<file path="src/rtl/uart_pkg.sv">
// Shared UART definitions: FSM state encoding, frame geometry and baud divider helper.
`timescale 1ns/1ps
package uart_pkg;

   typedef enum logic [1:0] {
      IDLE  = 2'd0,
      START = 2'd1,
      DATA  = 2'd2,
      STOP  = 2'd3
   } state_t;

   localparam int unsigned DATA_BITS = 8;

   // Integer divide; any remainder shows up as baud error on the line.
   function automatic int unsigned clks_per_bit(input int unsigned clk_freq,
                                                input int unsigned baud);
      return clk_freq / baud;
   endfunction

endpackage

</file>
<file path="src/rtl/sync_2ff.sv">
// Two-flop synchronizer for a single asynchronous input, with selectable reset value.
`timescale 1ns/1ps
module sync_2ff #(
   parameter logic RESET_VAL = 1'b1
) (
   input  logic clk,
   input  logic rst,
   input  logic d,
   output logic q
);

   logic meta;

   always_ff @(posedge clk or posedge rst) begin
      if (rst) begin
         meta <= RESET_VAL;
         q    <= RESET_VAL;
      end else begin
         meta <= d;
         q    <= meta;
      end
   end

endmodule

</file>
<file path="src/rtl/uart_rx.sv">
// 8N1 serial receiver: synchronizes rx, samples each bit at mid-bit and strobes out
// correctly framed bytes (data_valid) or bad stop bits (frame_error).
`timescale 1ns/1ps
module uart_rx
   import uart_pkg::*;
#(
   parameter int unsigned CLK_FREQ = 100_000_000,
   parameter int unsigned BAUD     = 115_200
) (
   input  logic       clk,
   input  logic       rst,
   input  logic       rx,
   output logic       data_valid,
   output logic [7:0] data,
   output logic       frame_error
);

   localparam int unsigned CPB   = clks_per_bit(CLK_FREQ, BAUD);
   localparam int unsigned CNT_W = $clog2(CPB) + 1;
   localparam int unsigned IDX_W = $clog2(DATA_BITS);

   localparam logic [CNT_W-1:0] CNT_HALF = CNT_W'(CPB / 2 - 1);
   localparam logic [CNT_W-1:0] CNT_FULL = CNT_W'(CPB - 1);
   localparam logic [IDX_W-1:0] IDX_LAST = IDX_W'(DATA_BITS - 1);

   logic                 rx_s;
   state_t               state;
   logic [CNT_W-1:0]     clk_cnt;
   logic [IDX_W-1:0]     bit_idx;
   logic [DATA_BITS-1:0] shift_reg;
   logic                 armed;

   sync_2ff #(.RESET_VAL(1'b1)) u_sync_rx (
      .clk (clk),
      .rst (rst),
      .d   (rx),
      .q   (rx_s)
   );

   // armed drops after a frame error so a held-low line (break) reports only once.
   always_ff @(posedge clk or posedge rst) begin
      if (rst) begin
         state       <= IDLE;
         clk_cnt     <= '0;
         bit_idx     <= '0;
         shift_reg   <= '0;
         armed       <= 1'b1;
         data        <= 8'h00;
         data_valid  <= 1'b0;
         frame_error <= 1'b0;
      end else begin
         data_valid  <= 1'b0;
         frame_error <= 1'b0;
         unique case (state)
            IDLE: begin
               clk_cnt <= '0;
               bit_idx <= '0;
               if (!armed) begin
                  if (rx_s) armed <= 1'b1;
               end else if (!rx_s) begin
                  state <= START;
               end
            end
            START: begin
               if (clk_cnt == CNT_HALF) begin
                  clk_cnt <= '0;
                  bit_idx <= '0;
                  state   <= rx_s ? IDLE : DATA;
               end else begin
                  clk_cnt <= clk_cnt + CNT_W'(1);
               end
            end
            DATA: begin
               if (clk_cnt == CNT_FULL) begin
                  clk_cnt            <= '0;
                  shift_reg[bit_idx] <= rx_s;
                  if (bit_idx == IDX_LAST) state <= STOP;
                  else                     bit_idx <= bit_idx + IDX_W'(1);
               end else begin
                  clk_cnt <= clk_cnt + CNT_W'(1);
               end
            end
            STOP: begin
               if (clk_cnt == CNT_FULL) begin
                  clk_cnt <= '0;
                  state   <= IDLE;
                  if (rx_s) begin
                     data       <= shift_reg;
                     data_valid <= 1'b1;
                  end else begin
                     frame_error <= 1'b1;
                     armed       <= 1'b0;
                  end
               end else begin
                  clk_cnt <= clk_cnt + CNT_W'(1);
               end
            end
            default: state <= IDLE;
         endcase
      end
   end

endmodule

</file>
<file path="config.mk">
export PLATFORM = sky130hd
export DESIGN_NAME = uart_rx
export DESIGN_NICKNAME = d
export VERILOG_FILES = /design/src/rtl/uart_pkg.sv /design/src/rtl/sync_2ff.sv /design/src/rtl/uart_rx.sv
export SDC_FILE = /design/constraint.sdc
export NUM_CORES = 1
export LEC_CHECK = 0
export CORE_ASPECT_RATIO = 0.6
export CORE_MARGIN = 1.5
export CORE_UTILIZATION = 61
export DETAILED_ROUTE_END_ITERATION = 6
export PLACE_DENSITY = 0.9
export SLEW_MARGIN = 5
export SYNTH_ARGS = -nofsm -noshare
export SYNTH_HDL_FRONTEND = slang
export SYNTH_SLANG_ARGS = --single-unit
export TNS_END_PERCENT = 5
</file>
<file path="constraint.sdc">
create_clock -name clk -period 4.5 [get_ports clk]
set_input_delay 1.35 -clock clk [delete_from_list [all_inputs] [get_ports clk]]
set_output_delay 1.35 -clock clk [all_outputs]
set_load 0.02 [all_outputs]
</file>
### Routed clock nets over the placement

Drawn at 4 px/um.
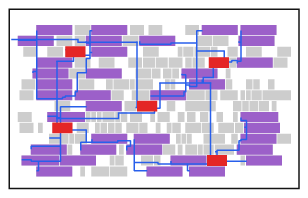
- red: clock drivers (count 5)
- blue: clock wires (length 421 um)
- purple: flip-flops (count 37)
- flops lie: all over the die
Final Skew: 0.00594 ns
clock share of power: 33.6%
Latency at later pin: 0.29 ns
Clock group: 0.000250 W

### Cells colored by class

Drawn at 4 px/um.
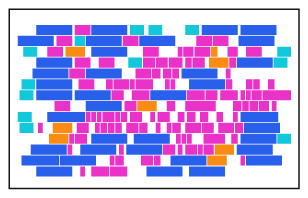
- cyan: remaining buffers and delay cells (cells 13; share of their area 6.6%)
- orange: clock drivers and dummy loads (cells 8; share of their area 5.2%)
- blue: sequential cells (cells 37; share of their area 48%)
- magenta: combinational and other logic (cells 106; share of their area 40%)

### Where the registers sit

Drawn at 4 px/um.
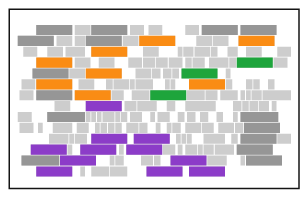
- orange: shift_reg (sequential cells 8)
- green: bit_idx (sequential cells 3)
- purple: clk_cnt (sequential cells 11)
- not colored: 15

### I/O nets highlighted

Drawn at 8 px/um.
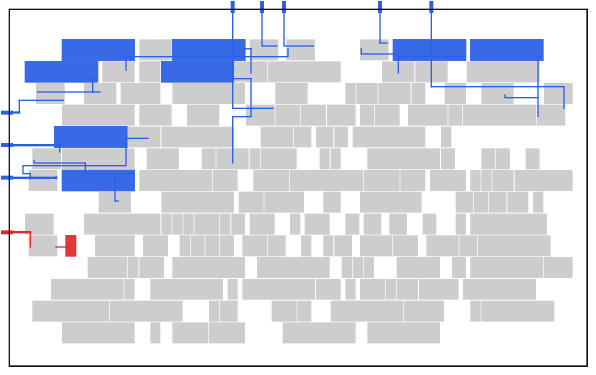
- blue: data (bits 8; direction output; edge 5 top, 3 left; end cells 8; buffers 8; wire 205 um)
- red: rst (bits 1; direction input; edge left; end cells 1; buffers 1; wire 5.50 um)

### Cell outlines without signal wires

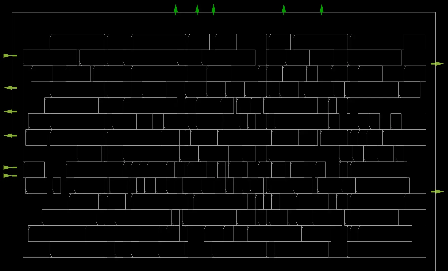
Core Util, Final: 76.0%
Fillers: 166

==> results.ini <==
[hold_path]
worstHoldPathCells = 0
holdPathEnd = u_sync_rx.q
hp-class = flip-flop to flip-flop
min-delay-start = u_sync_rx.meta

[worst_setup_path]
worstPathBufferInverterCount = 1
cp_cell_sequence = clkdlybuf4s50_1
critical_path_class = flip-flop to output port
rr_worst_depth = 6
cp_top_family = buffers and inverters
cp_slowest_stage_delay_ns = 0.62
rr_startpoint = clk_cnt[1]

[detailed_routing]
drtAntennaViolNets = 0
viasPerCell = 6.02
routed_wl_mm = 3.23

[timing]
layout_min_cycle_time_ns = 2.61
setup_ws_ns = 1.89
tns_ns = 0
relSlewSlack_pct = 31.5
slew_violations = 0

[clocking]
clkSlewWorstSetupHoldPaths_ns = 0.07
cts_setup_buffers = 0
cts_resized = 0
cts_root_buf = clkbuf_8
tritoncts = yes
clock_sinks = 37

[synthesis]
ys_sh_xor_pct = 4.52
synthArstFlopShare_pct = 100
synth.cell_area_um2 = 1750
synthDistinctLibCells = 37
ys_top_logic_family = simple AND/OR/NAND/NOR gates
synth_nets = 157
yosys.area_share.simple_pct = 22.0

[floorplan]
die_h_um = 44.4
core_area_um2 = 2610
num_rows = 14

[run_status]
status = completed

[global_routing]
grt_busiest_layer = met2

[flow_run]
warning_count = 27

[finish]
nets = 170

[place]
port_buffers = 12

[power_and_ir_drop]
p_per_area_nw_per_um2 = 375

## metal layers
metal	wire, um	up-vias
li1	-	550
met1	1590	585
met2	1440	41
met3	164	4
met4	35	0
met5	0	-
## power by group
group / internal (W) / leakage [nW] / switching [W]
registers: 0.000358 / 0.495 / 0.0000333
logic: 0.0000417 / 0.371 / 0.0000609
clock network: 0.000138 / 0.0542 / 0.000112
## cell type report
cell class / count / area [um2]
clock buffer: 7 / 96.3
clock inverter: 1 / 5.00
fill: 166 / 627
inverter: 5 / 18.8
multi-input combinational: 101 / 766
sequential: 37 / 930
tap: 32 / 40.0
timing repair buffer: 13 / 128
## how the worst max path moves through the flow
stage | to
after floorplan | asynchronous set/reset pin
after CTS | data[5]
after detailed placement | shift_reg[2]
after global routing | clk_cnt[10]
after global placement | data[2]
final | data[5]
## cell usage in the layout (no fill, tap or decap), drive strengths merged
cell type      synthesis  layout
dfrtp                 34      34
nor2                  18      18
mux2                  16      16
clkdlybuf4s50          0      12
nand3                 10      10
xnor2                  8       8
nand2                  7       7
clkbuf                 4       7
nand4b                 5       5
inv                    5       5
nor3                   4       4
ha                     4       4
nand3b                 3       3
a21oi                  3       3
nand4                  3       3
dfstp                  3       3
a31oi                  2       2
and4bb                 2       2
or3                    2       2
nor4                   2       2
or3b                   1       1
and2                   1       1
nor2b                  1       1
nor4b                  1       1
mux2i                  1       1
o41a                   1       1
nand2b                 1       1
a2bb2oi                1       1
xor2                   1       1
and3                   1       1
o31ai                  1       1
a211oi                 1       1
clkinv                 0       1
buf                    3       1
## cells by family (layout without fill, tap and decap cells)
group / count (synthesis) / after routing
buf+inv: 12 / 26
simple gates: 62 / 62
flops: 37 / 37
compound gates: 9 / 9
fa+ha+maj: 4 / 4
xor+xnor: 9 / 9
mux: 17 / 17
## cell usage after synthesis (all sizes together), types with 2 or more instances
library cell / n / area (um2)
nor3: 4 / 20.0
a31oi: 2 / 12.5
nand4: 3 / 18.8
dfrtp: 34 / 851
nor4: 2 / 27.5
a21oi: 3 / 15.0
xnor2: 8 / 70.1
nand2: 7 / 26.3
and4bb: 2 / 25.0
dfstp: 3 / 78.8
inv: 5 / 18.8
mux2: 16 / 180
nand4b: 5 / 43.8
clkbuf: 4 / 15.0
nor2: 18 / 83.8
or3: 2 / 17.5
buf: 3 / 16.3
nand3b: 3 / 22.5
ha: 4 / 50.1
nand3: 10 / 50.1
## metrics by stage
| step | cells | hold WS (ns) | power, W |
|---|---|---|---|
| after CTS | 196 | 0.363 | 0.000747 |
| after floorplan | 150 | 0.345 | 0.000476 |
| after detailed placement | 188 | 0.353 | 0.000499 |
| after global routing | 196 | 0.367 | 0.000780 |
| after global placement | 188 | 0.347 | 0.000489 |
| final | 196 | 0.364 | 0.000744 |
Power figures rest on the tool's default switching activity, not on a simulated workload.
